===== config.mk =====
export PLATFORM = sky130hd
export DESIGN_NAME = cs_sequencer
export DESIGN_NICKNAME = d
export VERILOG_FILES = /design/src/rtl/cs_seq_pkg.sv /design/src/rtl/cs_seq_stack.sv /design/src/rtl/cs_sequencer.sv
export SDC_FILE = /design/constraint.sdc
export NUM_CORES = 1
export LEC_CHECK = 0
export CAP_MARGIN = 10
export CORE_MARGIN = 4
export CORE_UTILIZATION = 50
export CTS_CLUSTER_SIZE = 20
export DETAILED_ROUTE_END_ITERATION = 6
export GPL_TIMING_DRIVEN = 0
export HOLD_SLACK_MARGIN = 0.02
export PLACE_DENSITY = 0.72
export SYNTH_ARGS = -nofsm -noshare
export SYNTH_HDL_FRONTEND = slang
export SYNTH_SLANG_ARGS = --single-unit

===== constraint.sdc =====
create_clock -name CS_SEQ_CLOCK_50 -period 3.9 [get_ports CS_SEQ_CLOCK_50]
set_clock_uncertainty 0.05 [all_clocks]
set_input_delay 1.17 -clock CS_SEQ_CLOCK_50 [delete_from_list [all_inputs] [get_ports CS_SEQ_CLOCK_50]]
set_output_delay 1.17 -clock CS_SEQ_CLOCK_50 [all_outputs]
set_load 0.01 [all_outputs]

===== src/rtl/cs_seq_pkg.sv =====
// rtl/cs_seq_pkg.sv - shared op encodings and default sizes for the microprogram sequencer
package cs_seq_pkg;

    localparam int SEQ_DEFAULT_ADDR_W = 11;
    localparam int SEQ_DEFAULT_DEPTH  = 4;

    localparam logic [2:0] SEQ_OP_NEXT   = 3'd0;
    localparam logic [2:0] SEQ_OP_JUMP   = 3'd1;
    localparam logic [2:0] SEQ_OP_JCOND  = 3'd2;
    localparam logic [2:0] SEQ_OP_CALL   = 3'd3;
    localparam logic [2:0] SEQ_OP_RET    = 3'd4;
    localparam logic [2:0] SEQ_OP_JNCOND = 3'd5;

endpackage


===== src/rtl/cs_seq_stack.sv =====
// rtl/cs_seq_stack.sv - LIFO return-address stack; only the level is reset
module cs_seq_stack
    import cs_seq_pkg::*;
#(
    parameter int DEPTH   = SEQ_DEFAULT_DEPTH,
    parameter int WIDTH   = SEQ_DEFAULT_ADDR_W,
    parameter int LEVEL_W = $clog2(DEPTH + 1)
) (
    input  logic               clk,
    input  logic               rst,
    input  logic               push,
    input  logic               pop,
    input  logic [WIDTH-1:0]   push_data,
    output logic [WIDTH-1:0]   top_data,
    output logic [LEVEL_W-1:0] level,
    output logic               full,
    output logic               empty
);

    logic [WIDTH-1:0]   mem_q [DEPTH];
    logic [WIDTH-1:0]   mem_d [DEPTH];
    logic [LEVEL_W-1:0] level_q;
    logic [LEVEL_W-1:0] level_d;

    assign full  = (level_q == LEVEL_W'(DEPTH));
    assign empty = (level_q == '0);
    assign level = level_q;

    // Top of stack is the entry just below the level pointer; compare-select avoids an oversized index.
    always_comb begin
        top_data = '0;
        for (int i = 0; i < DEPTH; i++) begin
            if (level_q == LEVEL_W'(i + 1)) begin
                top_data = mem_q[i];
            end
        end
    end

    // Next contents and level: push writes at the level pointer, pop just moves the pointer down.
    always_comb begin
        level_d = level_q;
        for (int i = 0; i < DEPTH; i++) begin
            mem_d[i] = mem_q[i];
        end
        if (push && !full) begin
            for (int i = 0; i < DEPTH; i++) begin
                if (level_q == LEVEL_W'(i)) begin
                    mem_d[i] = push_data;
                end
            end
            level_d = level_q + LEVEL_W'(1);
        end else if (pop && !empty) begin
            level_d = level_q - LEVEL_W'(1);
        end
    end

    // Entries keep stale data across reset; the level alone marks what is valid.
    always_ff @(posedge clk) begin
        for (int i = 0; i < DEPTH; i++) begin
            mem_q[i] <= mem_d[i];
        end
        if (rst) begin
            level_q <= '0;
        end else begin
            level_q <= level_d;
        end
    end

endmodule


===== src/rtl/cs_sequencer.sv =====
// rtl/cs_sequencer.sv - control-store uPC sequencer with call/return stack and sticky misuse flag
module cs_sequencer
    import cs_seq_pkg::*;
#(
    parameter int SEQ_LENGTH_ADDR = SEQ_DEFAULT_ADDR_W,
    parameter int SEQ_STACK_DEPTH = SEQ_DEFAULT_DEPTH,
    parameter int SEQ_RESET_ADDR  = 0,
    parameter int SEQ_LEVEL_W     = $clog2(SEQ_STACK_DEPTH + 1)
) (
    input  logic                       CS_SEQ_CLOCK_50,
    input  logic                       CS_SEQ_RESET,
    input  logic [2:0]                 CS_SEQ_OP,
    input  logic [SEQ_LENGTH_ADDR-1:0] CS_SEQ_JUMP_ADDR,
    input  logic                       CS_SEQ_COND,
    input  logic                       CS_SEQ_ACK,
    output logic [SEQ_LENGTH_ADDR-1:0] CS_SEQ_ADDR_OutBUS,
    output logic [SEQ_LEVEL_W-1:0]     CS_SEQ_STACK_LEVEL,
    output logic                       CS_SEQ_STACK_ERR
);

    logic [SEQ_LENGTH_ADDR-1:0] upc_q;
    logic [SEQ_LENGTH_ADDR-1:0] upc_d;
    logic                       err_q;
    logic                       err_d;
    logic [SEQ_LENGTH_ADDR-1:0] upc_inc;
    logic                       stk_push;
    logic                       stk_pop;
    logic [SEQ_LENGTH_ADDR-1:0] stk_top;
    logic                       stk_full;
    logic                       stk_empty;

    // Wraps naturally at the address width.
    assign upc_inc = upc_q + SEQ_LENGTH_ADDR'(1);

    cs_seq_stack #(
        .DEPTH   (SEQ_STACK_DEPTH),
        .WIDTH   (SEQ_LENGTH_ADDR),
        .LEVEL_W (SEQ_LEVEL_W)
    ) u_stack (
        .clk       (CS_SEQ_CLOCK_50),
        .rst       (CS_SEQ_RESET),
        .push      (stk_push),
        .pop       (stk_pop),
        .push_data (upc_inc),
        .top_data  (stk_top),
        .level     (CS_SEQ_STACK_LEVEL),
        .full      (stk_full),
        .empty     (stk_empty)
    );

    // Next-address select; with ACK low nothing moves and the inputs are ignored.
    always_comb begin
        upc_d    = upc_q;
        err_d    = err_q;
        stk_push = 1'b0;
        stk_pop  = 1'b0;
        if (CS_SEQ_ACK) begin
            case (CS_SEQ_OP)
                SEQ_OP_JUMP: begin
                    upc_d = CS_SEQ_JUMP_ADDR;
                end
                SEQ_OP_JCOND: begin
                    upc_d = CS_SEQ_COND ? CS_SEQ_JUMP_ADDR : upc_inc;
                end
                SEQ_OP_JNCOND: begin
                    upc_d = CS_SEQ_COND ? upc_inc : CS_SEQ_JUMP_ADDR;
                end
                SEQ_OP_CALL: begin
                    if (!stk_full) begin
                        stk_push = 1'b1;
                        upc_d    = CS_SEQ_JUMP_ADDR;
                    end else begin
                        upc_d = upc_inc;
                        err_d = 1'b1;
                    end
                end
                SEQ_OP_RET: begin
                    if (!stk_empty) begin
                        stk_pop = 1'b1;
                        upc_d   = stk_top;
                    end else begin
                        upc_d = upc_inc;
                        err_d = 1'b1;
                    end
                end
                default: begin
                    upc_d = upc_inc;
                end
            endcase
        end
    end

    // uPC and sticky error register; reset overrides ACK and OP.
    always_ff @(posedge CS_SEQ_CLOCK_50) begin
        if (CS_SEQ_RESET) begin
            upc_q <= SEQ_LENGTH_ADDR'(SEQ_RESET_ADDR);
            err_q <= 1'b0;
        end else begin
            upc_q <= upc_d;
            err_q <= err_d;
        end
    end

    assign CS_SEQ_ADDR_OutBUS = upc_q;
    assign CS_SEQ_STACK_ERR   = err_q;

endmodule


==> metrics.log, run 1 <==
[flow] collecting metrics
[metrics] largest register by flop count: u_stack.mem_q
[metrics] cells along the critical path: clkdlybuf4s50_1 > clkbuf_1 > buf_1 > nand2_1 > nor3b_2 > buf_6
[metrics] class of the worst hold path: reg2reg
[metrics] Iter 0 DRT Violations: 237
[metrics] CORE AREA: 5921 um^2
[metrics] CP Class: in2reg
[metrics] cell type contributing the most total cell area after synthesis: edfxtp_1
[metrics] maximum number of pins on one net before global-route repair: 12
[metrics] number of inverters outside the clock class in the layout: 8
[metrics] kind of start point of the critical path: input pin
[metrics] area after detailed placement: 3485 um^2
[metrics] CTS Buffer Depth: 2
[metrics] most frequent logic cells in the routed design: edfxtp_1 (44), nand2_1 (35), clkdlybuf4s50_1 (30)
[metrics] antenna-violating nets left: 0
[metrics] R2R depth: 9
[metrics] data arrival time of the worst path: 3610 ps
[metrics] complex-gate fraction of the synthesized area: 0.1948
[metrics] post-DR vias/cell: 6.257
[metrics] setup slack of the critical path after layout: 282.6 ps
[metrics] Filler Cell Count: 506
[metrics] fraction of final layout cells with drive strength greater than 1: 0.1065
[metrics] Max Slew Vio Count: 0
[metrics] Critical Path Sink Type: flop
[metrics] first-pass GRT wire length: 13050 um
[metrics] number of logged tool warnings: 30
[metrics] detailed route wirelength on metal3: 743 um
[metrics] Crit path depth: 6
[metrics] measured slew at the worst slew-check pin: 1101 ps
[metrics] detailed-placement wirelength estimate: 5645 um
[metrics] most area-consuming cells after synthesis: edfxtp_1 (43%), dfxtp_1 (9.8%), nand2_1 (4.3%)
[metrics] ranking of synthesized cells by instance count: edfxtp_1 (44), nand2_1 (35), nor2_1 (24), o21ai_0 (19), a21oi_1 (17)
[metrics] max-capacitance violation count: 0
[metrics] part of the power in the clock network: 0.396
[metrics] top sig layer: met4
[metrics] number of multi-input logic gates: 202
[metrics] outcome: complete, no violations
[metrics] adder-cell area share of the yosys netlist: 0.02864
[metrics] Synth Seq Share: 0.5303
[metrics] H-tree levels: 3
[metrics] main flop type after synthesis: edfxtp_1
[metrics] MUX share of area: 0.02332
[metrics] critical path required time: 3900 ps
[metrics] antenna violations before repair: 0
[metrics] Hold Vio Cnt, Final: 0
[metrics] internal reg-to-reg setup slack: 830 ps
[metrics] launching instance or port of the critical path: CS_SEQ_ACK
[metrics] cell class contributing the biggest share of worst-path delay: buffers and inverters
[metrics] clock sink count: 59
[metrics] wire length the detailed router placed on met1: 3317 um
[metrics] Seq cells: 59
[metrics] worst max-slew margin expressed relative to the limit: 0.2581
[metrics] weighted congestion at the end of routability-driven global placement: 0.9287
[metrics] Floorplan Utilization: 0.5165
[metrics] relative area of clock buffers and inverters in the final design: 0.05625
[metrics] clock tree from TritonCTS: yes
[metrics] I/O Buffers: 30
[metrics] Hold Path Origin: CS_SEQ_STACK_ERR
[metrics] overall die area: 7431 um^2
[metrics] most popular library cell in the synthesized design by count: edfxtp_1
[metrics] area-dominant cell class after layout: registers
[metrics] maximum resistive drop on vdd: 0.0002435 V
[metrics] final-layout clock buffer total: 10
[metrics] clock tree root driver cell: clkbuf_8
[metrics] share of the final layout cell area in multi-input gates: 0.3521
[metrics] Reg power frac: 0.472
[metrics] Setup Total Neg Slack: 0 ps
[metrics] number of cells in the finished layout apart from fillers: 413
[metrics] relative area change from synthesis to final layout: 20.74%
[metrics] residual overflow from global routing: 0
[metrics] chip area in the Yosys report: 3058 um^2
[metrics] amount of wire on met2 after detailed routing: 4198 um
[metrics] most frequent logic cell in the layout: edfxtp_1
[metrics] Combinational Power Share: 0.132
[metrics] worst-case hold path end point: CS_SEQ_STACK_ERR
[metrics] Post-CTS Hold Fix Bufs: 0
[metrics] Power Clock: 0.598 mW
[metrics] clock slew at the register clock pins of the worst setup and hold paths: 70 ps
[metrics] worst hold stages: 2
[metrics] leakage power figure: 1.281 nW
[metrics] highest achievable clock rate: 276.4 MHz
[metrics] Tot GR Track Use: 0.2390
[metrics] number of iterations in the first detailed-routing pass: 6
[metrics] crit path time final: 3617 ps
[metrics] Row Count: 28
[metrics] number of post-CTS setup repair buffers: 0
[metrics] r2r startpoint: u_stack.level[2]
[metrics] total clock buffers created by CTS: 9
[metrics] sw frac: 0.2489
[metrics] count of nets after finishing: 358
[metrics] clock latency reported for the late side of the worst-skew pair: 340 ps
[metrics] Bufs and invs on worst path: 4
[metrics] number of flops mapped to enable cells by yosys: 44
[metrics] Yosys Instances: 290
[metrics] portion of the clock cycle consumed by the worst path in the final layout: 0.9275
[metrics] synthesis warning total: 0
[metrics] Horiz. Die Dim: 86.21 um
[metrics] flop share of the area: 0.4392
[metrics] detailed-route wire length per cell: 20.37 um
[metrics] Largest logic family: AND-OR/OR-AND gates
[metrics] number of global-route vias before repair: 2447
[metrics] net switching power: 0.3760 mW
[metrics] count of mapped cells out of synthesis: 290
[metrics] placed cell count: 397
[metrics] flip-flop and latch power: 0.713 mW
[metrics] terminus of the critical flop-to-flop path: CS_SEQ_ADDR_OutBUS[10]
[metrics] final core utilization: 0.6236
[metrics] internal power summed over all cells: 1.135 mW
[metrics] non-clk buf share: 0.1189
[metrics] Max-area cell share: 0.4321
[metrics] number of gates given a new drive strength after cts: 0
[metrics] register area: 1622 um^2
[metrics] most used routing layer: met2
[metrics] share of synthesized registers carrying an async set or reset: 0
[metrics] stage delay of the slowest cell on the critical path: 520 ps
[metrics] Synth Area in Simple Gates: 0.1436
[metrics] pwr dens: 409.2 nW/um^2
[metrics] maximum fanout along the worst path: 10
[metrics] XOR/XNOR share of the synthesized area: 0.03151
[metrics] heaviest power group: registers
[metrics] DRC violations left: 0
[metrics] total I/O pin count: 33
[metrics] Largest register FFs: 44
[metrics] cell area after technology mapping: 3058 um^2
[metrics] Synth Area per Inst: 10.54 um^2
[metrics] capture point of the critical path: u_stack.mem_q[2][5]
[metrics] library cell contributing the largest single delay on the critical path: clkdlybuf4s50_1
[metrics] Gate Area: 1300 um^2
[metrics] Post-Place Worst Slack: -0.6788 ps
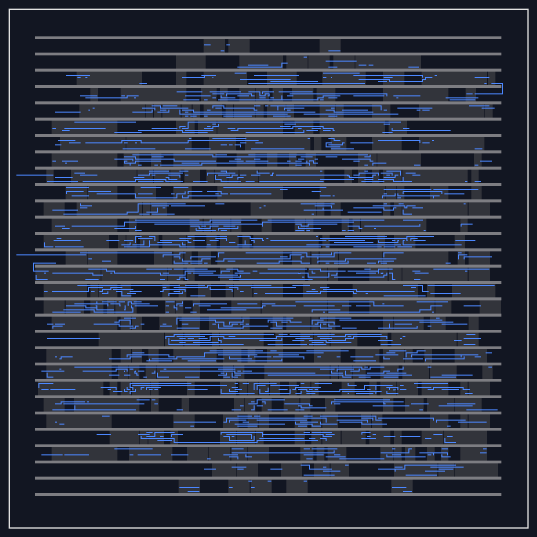
Figure 1: run 1, met1 routing.
Scale: 6 px per um. Supply wires on this layer in grey. Cells faint in the background.
nets with wire on the layer: 326
wire length on this layer: 3320 um
main direction: horizontal
longest straight run: 47.8 um
share of all routed wire: 39%
Global Route met1 Usage: 0.2947
via count: 2584
total length of routed wires: 8412 um

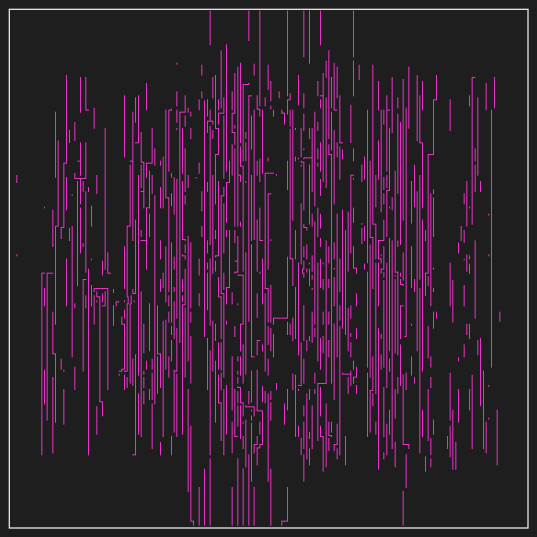
Figure 2: run 1, met2 routing.
Scale: 6 px per um.
main direction: vertical
wire length on this layer: 4200 um
nets with wire on the layer: 297
longest straight run: 42.8 um
GRT met2 Usage: 0.4057

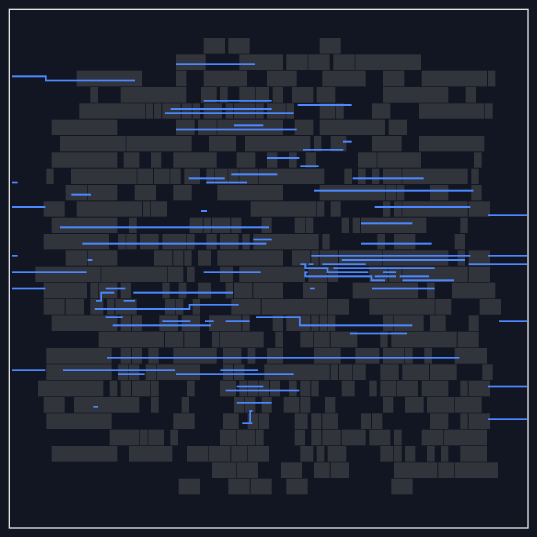
Figure 3: run 1, signal wires on met3.
Scale: 6 px per um. Cells faint in the background.
nets with wire on the layer: 54
longest straight run: 58.4 um
share of all routed wire: 8.8%
main direction: horizontal
wire length on this layer: 744 um
met3 routing resource usage after global routing: 0.05989

==> inputs of run 2 (changes only) <==
--- a/config.mk
+++ b/config.mk
@@ -5,8 +5,7 @@
 export SDC_FILE = /design/constraint.sdc
 export NUM_CORES = 1
 export LEC_CHECK = 0
-export CAP_MARGIN = 10
-export CORE_MARGIN = 4
+export CAP_MARGIN = 20
 export CORE_UTILIZATION = 50
 export CTS_CLUSTER_SIZE = 20
 export DETAILED_ROUTE_END_ITERATION = 6
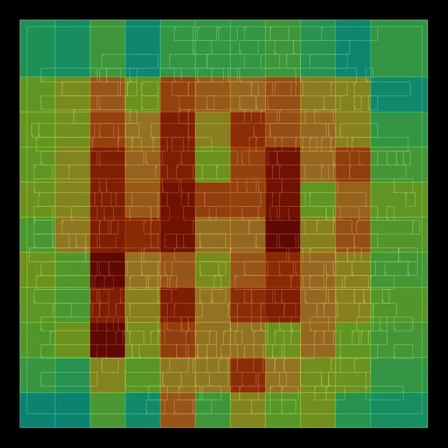
Figure 4: run 2, routing congestion.
most used routing layer: met2
GRT met2 Usage: 0.4658

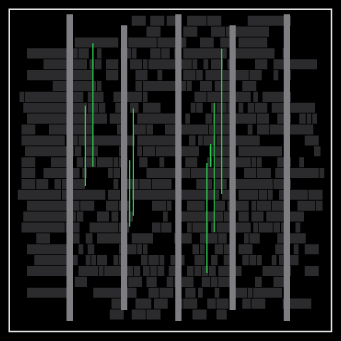
Figure 5: run 2, M4 wires.
Scale: 4 px per um. Supply wires on this layer in grey. Cells faint in the background.
nets with wire on the layer: 7
wire length on this layer: 194 um
total length of routed wires: 8489 um
via count: 2570

==> run 2 against run 1 <==
  * Count of clock-buffer cells in the layout grew 1
  * Worst setup slack gained 46 ps
  * First-iteration DRC count grew 12%
  * Core utilization grew 0.32 points
  * Synthesized cell count is the same
  * Via count shrank 0.54%
==> metrics.log, run 2 <==
[flow] collecting metrics
[metrics] post-DR vias/cell: 6.223 (-0.54%)
[metrics] Max Slew Vio Count: 0 (unchanged)
[metrics] Final Instance Area: 3711 um^2
[metrics] chip area in the Yosys report: 3058 um^2 (unchanged)
[metrics] final core utilization: 0.6268 (+0.003170)
[metrics] net count of the mapped netlist: 315
[metrics] complex-gate fraction of the synthesized area: 0.1948 (unchanged)
[metrics] Synth Area per Inst: 10.54 um^2 (unchanged)
[metrics] Synth Seq Share: 0.5303 (unchanged)
[metrics] most frequent logic cells in the routed design: edfxtp_1 (44), nand2_1 (35), clkdlybuf4s50_1 (30)
[metrics] detailed route wirelength on metal3: 698 um (-6.1%)
[metrics] I/O Buffers: 30 (unchanged)
[metrics] Global Route met1 Usage: 0.3711 (+0.07635)
[metrics] clock tree from TritonCTS: yes
[metrics] Max-area cell share: 0.4321 (unchanged)
[metrics] worst-case hold path end point: CS_SEQ_STACK_ERR
[metrics] placed cell count: 397 (unchanged)
[metrics] amount of wire on met2 after detailed routing: 4081 um (-2.8%)
[metrics] share of synthesized registers carrying an async set or reset: 0 (unchanged)
[metrics] most frequent logic cell in the layout: edfxtp_1
[metrics] non-clk buf share: 0.1183 (-0.0006016)
[metrics] area-dominant cell class after layout: registers
[metrics] Bufs and invs on worst path: 4 (unchanged)
[metrics] Hold Path Origin: CS_SEQ_STACK_ERR
[metrics] pwr dens: 418.0 nW/um^2 (+2.1%)
[metrics] internal reg-to-reg setup slack: 920 ps (+90 ps)
[metrics] cell class contributing the biggest share of worst-path delay: buffers and inverters
[metrics] flip-flop and latch power: 0.713 mW (about the same)
[metrics] number of logged tool warnings: 30 (unchanged)
[metrics] Floorplan Utilization: 0.5165 (unchanged)
[metrics] cell type contributing the most total cell area after synthesis: edfxtp_1
[metrics] number of post-CTS setup repair buffers: 0 (unchanged)
[metrics] clock sink count: 59 (unchanged)
[metrics] antenna-violating nets left: 0 (unchanged)
[metrics] CP Class: in2reg
[metrics] number of global-route vias before repair: 2503 (+2.3%)
[metrics] data arrival time of the worst path: 3580 ps (-30 ps)
[metrics] overall die area: 6433 um^2 (-13%)
[metrics] fraction of final layout cells with drive strength greater than 1: 0.1036 (-0.002959)
[metrics] kind of start point of the critical path: input pin
[metrics] stage delay of the slowest cell on the critical path: 510 ps (about the same)
[metrics] Iter 0 DRT Violations: 266 (+12%)
[metrics] max-capacitance violation count: 0 (unchanged)
[metrics] Setup Total Neg Slack: 0 ps (unchanged)
[metrics] capture point of the critical path: u_stack.mem_q[1][5]
[metrics] outcome: complete, no violations
[metrics] cells along the critical path: clkdlybuf4s50_1 > clkbuf_1 > buf_1 > nand2_1 > nor3b_2 > buf_6
[metrics] CTS Buffer Depth: 2 (unchanged)
[metrics] critical path required time: 3900 ps (about the same)
[metrics] Gate Area: 1300 um^2 (unchanged)
[metrics] crit path time final: 3572 ps (-45.78 ps)
[metrics] highest achievable clock rate: 280.0 MHz (+1.3%)
[metrics] worst max-slew margin expressed relative to the limit: 0.2550 (-0.003046)
[metrics] Synth Area in Simple Gates: 0.1436 (unchanged)
[metrics] Largest register FFs: 44 (unchanged)
[metrics] class of the worst hold path: reg2reg
[metrics] r2r startpoint: u_stack.level[2]
[metrics] DRC violations left: 0 (unchanged)
[metrics] wire length the detailed router placed on met1: 3515 um (+6.0%)
[metrics] Horiz. Die Dim: 80.21 um (-7.0%)
[metrics] Row Count: 28 (unchanged)
[metrics] H-tree levels: 3 (unchanged)
[metrics] Post-Place Worst Slack: 29.47 ps (+30.15 ps)
[metrics] relative area change from synthesis to final layout: 21.36%
[metrics] total I/O pin count: 33 (unchanged)
[metrics] relative area of clock buffers and inverters in the final design: 0.06102 (+0.004773)
[metrics] heaviest power group: registers
[metrics] main flop type after synthesis: edfxtp_1
[metrics] first-pass GRT wire length: 13300 um (+1.9%)
[metrics] internal power summed over all cells: 1.170 mW (+3.1%)
[metrics] clock latency reported for the late side of the worst-skew pair: 340 ps (about the same)
[metrics] adder-cell area share of the yosys netlist: 0.02864 (unchanged)
[metrics] weighted congestion at the end of routability-driven global placement: 0.8933 (-3.8%)
[metrics] Antenna diodes: 0
[metrics] most popular library cell in the synthesized design by count: edfxtp_1
[metrics] residual overflow from global routing: 0 (unchanged)
[metrics] number of inverters outside the clock class in the layout: 8 (unchanged)
[metrics] Reg power frac: 0.460 (-0.012)
[metrics] Hold Vio Cnt, Final: 0 (unchanged)
[metrics] largest register by flop count: u_stack.mem_q
[metrics] part of the power in the clock network: 0.410 (+0.014)
[metrics] maximum fanout along the worst path: 10 (unchanged)
[metrics] leakage power figure: 1.281 nW (about the same)
[metrics] Filler Cell Count: 504 (-0.40%)
[metrics] launching instance or port of the critical path: CS_SEQ_ACK
[metrics] met3 routing resource usage after global routing: 0.05909 (-0.0007950)
[metrics] detailed-placement wirelength estimate: 5538 um (-1.9%)
[metrics] total clock buffers created by CTS: 9 (unchanged)
[metrics] maximum number of pins on one net before global-route repair: 12 (unchanged)
[metrics] cell area after technology mapping: 3058 um^2 (unchanged)
[metrics] clock slew at the register clock pins of the worst setup and hold paths: 60 ps (about the same)
[metrics] area after detailed placement: 3485 um^2 (unchanged)
[metrics] library cell contributing the largest single delay on the critical path: clkdlybuf4s50_1
[metrics] sw frac: 0.2459 (-0.002979)
[metrics] MUX share of area: 0.02332 (unchanged)
[metrics] synthesis warning total: 0 (unchanged)
[metrics] detailed-route wire length per cell: 20.55 um (+0.92%)
[metrics] CORE AREA: 5921 um^2 (unchanged)
[metrics] R2R depth: 7 (-2)
[metrics] portion of the clock cycle consumed by the worst path in the final layout: 0.9158 (-0.01174)
[metrics] number of flops mapped to enable cells by yosys: 44 (unchanged)
[metrics] worst hold stages: 2 (unchanged)
[metrics] setup slack of the critical path after layout: 328.4 ps (+45.78 ps)
[metrics] terminus of the critical flop-to-flop path: u_stack.mem_q[3][5]
[metrics] register area: 1622 um^2 (unchanged)
[metrics] Tot GR Track Use: 0.2882 (+0.04917)
[metrics] maximum resistive drop on vdd: 0.0002938 V (+21%)
[metrics] Power Clock: 0.636 mW (+6.4%)
[metrics] flop share of the area: 0.4370 (-0.002221)
[metrics] XOR/XNOR share of the synthesized area: 0.03151 (unchanged)
[metrics] final-layout clock buffer total: 11 (+1)
[metrics] most area-consuming cells after synthesis: edfxtp_1 (43%), dfxtp_1 (9.8%), nand2_1 (4.3%)
[metrics] measured slew at the worst slew-check pin: 1106 ps (+4.521 ps)
[metrics] count of mapped cells out of synthesis: 290 (unchanged)
[metrics] Post-CTS Hold Fix Bufs: 0 (unchanged)
[metrics] Yosys Instances: 290 (unchanged)
[metrics] share of the final layout cell area in multi-input gates: 0.3503 (-0.001781)
[metrics] count of nets after finishing: 358 (unchanged)
[metrics] clock tree root driver cell: clkbuf_8
[metrics] net switching power: 0.3814 mW (+1.4%)
[metrics] Critical Path Sink Type: flop
[metrics] number of gates given a new drive strength after cts: 0 (unchanged)
[metrics] Largest logic family: AND-OR/OR-AND gates
[metrics] number of iterations in the first detailed-routing pass: 5 (-1)
[metrics] Crit path depth: 6 (unchanged)
[metrics] number of multi-input logic gates: 202 (unchanged)
[metrics] top sig layer: met4
[metrics] ranking of synthesized cells by instance count: edfxtp_1 (44), nand2_1 (35), nor2_1 (24), o21ai_0 (19), a21oi_1 (17)
[metrics] Combinational Power Share: 0.130 (-0.002)
[metrics] number of cells in the finished layout apart from fillers: 413 (unchanged)
[metrics] Seq cells: 59 (unchanged)
[metrics] antenna violations before repair: 0 (unchanged)
==> inputs of run 3 (changes only) <==
==> constraint.sdc (replaced) <==
create_clock -name CS_SEQ_CLOCK_50 -period 3.45 [get_ports CS_SEQ_CLOCK_50]
set_clock_uncertainty 0.05 [all_clocks]
set_input_delay 1.035 -clock CS_SEQ_CLOCK_50 [delete_from_list [all_inputs] [get_ports CS_SEQ_CLOCK_50]]
set_output_delay 1.035 -clock CS_SEQ_CLOCK_50 [all_outputs]
set_load 0.01 [all_outputs]
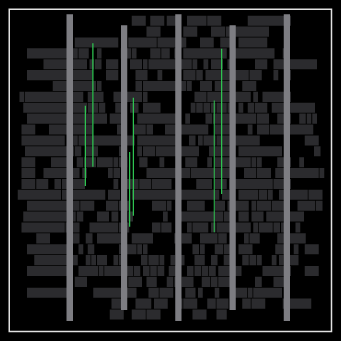
Figure 6: run 3, M4 wires.
Scale: 4 px per um. Supply wires on this layer in grey. Cells faint in the background.
longest straight run: 36.0 um
nets with wire on the layer: 5
wire length on this layer: 167 um
share of all routed wire: 2.0%
main direction: vertical
via count: 2580
total length of routed wires: 8465 um

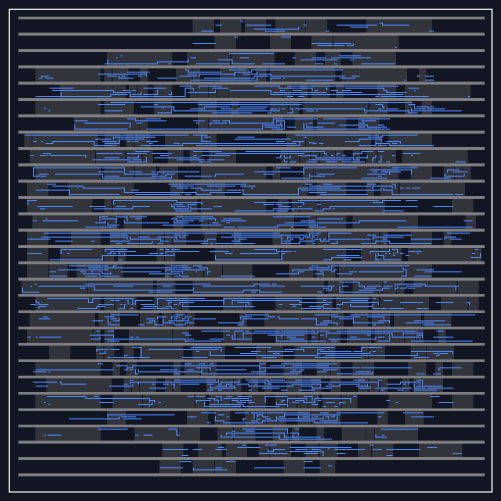
Figure 7: run 3, met1 routing.
Scale: 6 px per um. Supply wires on this layer in grey. Cells faint in the background.
wire length on this layer: 3510 um
nets with wire on the layer: 320
longest straight run: 50.1 um
Global Route met1 Usage: 0.3711

==> run 3 against run 2 <==
  * Highest routed layer unchanged
  * Critical endpoint unchanged
  * Sequential cell count unchanged
  * Register-to-register slack got worse by 460 ps
  * Final area is essentially flat
  * Synthesized cell count is the same
  * Count of clock-buffer cells in the layout unchanged
==> metrics.log, run 3 <==
[flow] collecting metrics
[metrics] Hold Path Origin: CS_SEQ_STACK_ERR
[metrics] Reg power frac: 0.460 (about the same)
[metrics] post-DR vias/cell: 6.247 (+0.39%)
[metrics] Bufs and invs on worst path: 4 (unchanged)
[metrics] clock sink count: 59 (unchanged)
[metrics] final-layout clock buffer total: 11 (unchanged)
[metrics] met3 routing resource usage after global routing: 0.05909 (unchanged)
[metrics] XOR/XNOR share of the synthesized area: 0.03151 (unchanged)
[metrics] maximum fanout along the worst path: 10 (unchanged)
[metrics] maximum resistive drop on vdd: 0.0003330 V (+13%)
[metrics] relative area of clock buffers and inverters in the final design: 0.06100 (about the same)
[metrics] number of flops mapped to enable cells by yosys: 44 (unchanged)
[metrics] Setup Total Neg Slack: 0 ps (unchanged)
[metrics] antenna violations before repair: 0 (unchanged)
[metrics] measured slew at the worst slew-check pin: 1092 ps (-13.89 ps)
[metrics] complex-gate fraction of the synthesized area: 0.1948 (unchanged)
[metrics] first-pass GRT wire length: 13300 um (unchanged)
[metrics] clock latency reported for the late side of the worst-skew pair: 340 ps (about the same)
[metrics] library cell contributing the largest single delay on the critical path: clkdlybuf4s50_1
[metrics] heaviest power group: registers
[metrics] cell area after technology mapping: 3058 um^2 (unchanged)
[metrics] most popular library cell in the synthesized design by count: edfxtp_1
[metrics] area after detailed placement: 3485 um^2 (unchanged)
[metrics] worst max-slew margin expressed relative to the limit: 0.2644 (+0.009358)
[metrics] count of nets after finishing: 358 (unchanged)
[metrics] top sig layer: met4
[metrics] Horiz. Die Dim: 80.21 um (unchanged)
[metrics] H-tree levels: 3 (unchanged)
[metrics] class of the worst hold path: reg2reg
[metrics] weighted congestion at the end of routability-driven global placement: 0.8933 (unchanged)
[metrics] R2R depth: 9 (+2)
[metrics] Combinational Power Share: 0.130 (about the same)
[metrics] number of global-route vias before repair: 2503 (unchanged)
[metrics] CORE AREA: 5921 um^2 (unchanged)
[metrics] share of synthesized registers carrying an async set or reset: 0 (unchanged)
[metrics] number of iterations in the first detailed-routing pass: 5 (unchanged)
[metrics] Crit path depth: 6 (unchanged)
[metrics] stage delay of the slowest cell on the critical path: 520 ps (about the same)
[metrics] worst-case hold path end point: CS_SEQ_STACK_ERR
[metrics] GRT met2 Usage: 0.4658 (unchanged)
[metrics] share of the final layout cell area in multi-input gates: 0.3502 (about the same)
[metrics] worst hold stages: 2 (unchanged)
[metrics] largest register by flop count: u_stack.mem_q
[metrics] Seq cells: 59 (unchanged)
[metrics] number of cells in the finished layout apart from fillers: 413 (unchanged)
[metrics] net count of the mapped netlist: 315 (unchanged)
[metrics] placed cell count: 397 (unchanged)
[metrics] most frequent logic cells in the routed design: edfxtp_1 (44), nand2_1 (35), clkdlybuf4s50_1 (30)
[metrics] part of the power in the clock network: 0.410 (about the same)
[metrics] kind of start point of the critical path: input pin
[metrics] portion of the clock cycle consumed by the worst path in the final layout: 0.9364
[metrics] count of state elements after synthesis: 59
[metrics] amount of wire on met2 after detailed routing: 4115 um (+0.83%)
[metrics] internal power summed over all cells: 1.322 mW (+13%)
[metrics] number of multi-input logic gates: 202 (unchanged)
[metrics] MUX share of area: 0.02332 (unchanged)
[metrics] Critical Path Sink Type: flop
[metrics] r2r startpoint: u_stack.level[2]
[metrics] Tot GR Track Use: 0.2882 (unchanged)
[metrics] Synth Seq Share: 0.5303 (unchanged)
[metrics] Hold Vio Cnt, Final: 0 (unchanged)
[metrics] terminus of the critical flop-to-flop path: CS_SEQ_ADDR_OutBUS[10]
[metrics] final core utilization: 0.6270 (about the same)
[metrics] number of logged tool warnings: 30 (unchanged)
[metrics] detailed route wirelength on metal3: 672 um (-3.7%)
[metrics] Post-CTS Hold Fix Bufs: 0 (unchanged)
[metrics] adder-cell area share of the yosys netlist: 0.02864 (unchanged)
[metrics] area-dominant cell class after layout: registers
[metrics] leakage power figure: 1.284 nW (+0.23%)
[metrics] total I/O pin count: 33 (unchanged)
[metrics] number of post-CTS setup repair buffers: 0 (unchanged)
[metrics] most frequent logic cell in the layout: edfxtp_1
[metrics] crit path time final: 3231 ps
[metrics] Power Clock: 0.719 mW (+13%)
[metrics] highest achievable clock rate: 309.5 MHz
[metrics] max-capacitance violation count: 0 (unchanged)
[metrics] DRC violations left: 0 (unchanged)
[metrics] Synth Area per Inst: 10.54 um^2 (unchanged)
[metrics] Floorplan Utilization: 0.5165 (unchanged)
[metrics] setup slack of the critical path after layout: 219.5 ps (-108.9 ps)
[metrics] Max-area cell share: 0.4321 (unchanged)
[metrics] synthesis warning total: 0 (unchanged)
[metrics] Post-Place Worst Slack: -285.5 ps (-315.0 ps)
[metrics] critical path required time: 3450 ps (-450 ps)
[metrics] clock tree root driver cell: clkbuf_8
[metrics] number of gates given a new drive strength after cts: 0 (unchanged)
[metrics] relative area change from synthesis to final layout: 21.40% (about the same)
[metrics] most area-consuming cells after synthesis: edfxtp_1 (43%), dfxtp_1 (9.8%), nand2_1 (4.3%)
[metrics] flop share of the area: 0.4368 (about the same)
[metrics] pwr dens: 472.2 nW/um^2 (+13%)
[metrics] Final Instance Area: 3712 um^2 (about the same)
[metrics] clock slew at the register clock pins of the worst setup and hold paths: 70 ps (about the same)
[metrics] Row Count: 28 (unchanged)
[metrics] wire length the detailed router placed on met1: 3510 um (-0.14%)
[metrics] cell type contributing the most total cell area after synthesis: edfxtp_1
[metrics] net switching power: 0.4307 mW (+13%)
[metrics] Antenna diodes: 0 (unchanged)
[metrics] Largest logic family: AND-OR/OR-AND gates
[metrics] capture point of the critical path: u_stack.mem_q[1][5]
[metrics] CTS Buffer Depth: 2 (unchanged)
[metrics] detailed-route wire length per cell: 20.50 um (-0.28%)
[metrics] Synth Area in Simple Gates: 0.1436 (unchanged)
[metrics] antenna-violating nets left: 0 (unchanged)
[metrics] internal reg-to-reg setup slack: 460 ps (-460 ps)
[metrics] I/O Buffers: 30 (unchanged)
[metrics] non-clk buf share: 0.1186 (+0.0002971)
[metrics] ranking of synthesized cells by instance count: edfxtp_1 (44), nand2_1 (35), nor2_1 (24), o21ai_0 (19), a21oi_1 (17)
[metrics] clock tree from TritonCTS: yes
[metrics] outcome: complete, no violations
[metrics] count of mapped cells out of synthesis: 290 (unchanged)
[metrics] hold slack final: 427.9 ps
[metrics] cell class contributing the biggest share of worst-path delay: buffers and inverters
[metrics] residual overflow from global routing: 0 (unchanged)
[metrics] fraction of final layout cells with drive strength greater than 1: 0.1065 (+0.002959)
[metrics] detailed-placement wirelength estimate: 5538 um (unchanged)
[metrics] Iter 0 DRT Violations: 256 (-3.8%)
[metrics] overall die area: 6433 um^2 (unchanged)
[metrics] chip area in the Yosys report: 3058 um^2 (unchanged)
[metrics] Filler Cell Count: 505 (+0.20%)
[metrics] Max Slew Vio Count: 0 (unchanged)
[metrics] sw frac: 0.2457 (about the same)
[metrics] number of inverters outside the clock class in the layout: 8 (unchanged)
[metrics] data arrival time of the worst path: 3230 ps (-350 ps)
[metrics] Largest register FFs: 44 (unchanged)
[metrics] cells along the critical path: clkdlybuf4s50_1 > clkbuf_1 > clkbuf_2 > nand2_1 > nor3b_2 > buf_6
[metrics] Yosys Instances: 290 (unchanged)
[metrics] CP Class: in2reg
[metrics] maximum number of pins on one net before global-route repair: 12 (unchanged)
[metrics] main flop type after synthesis: edfxtp_1
[metrics] total clock buffers created by CTS: 9 (unchanged)
Power figures rest on the tool's default switching activity, not on a simulated workload.
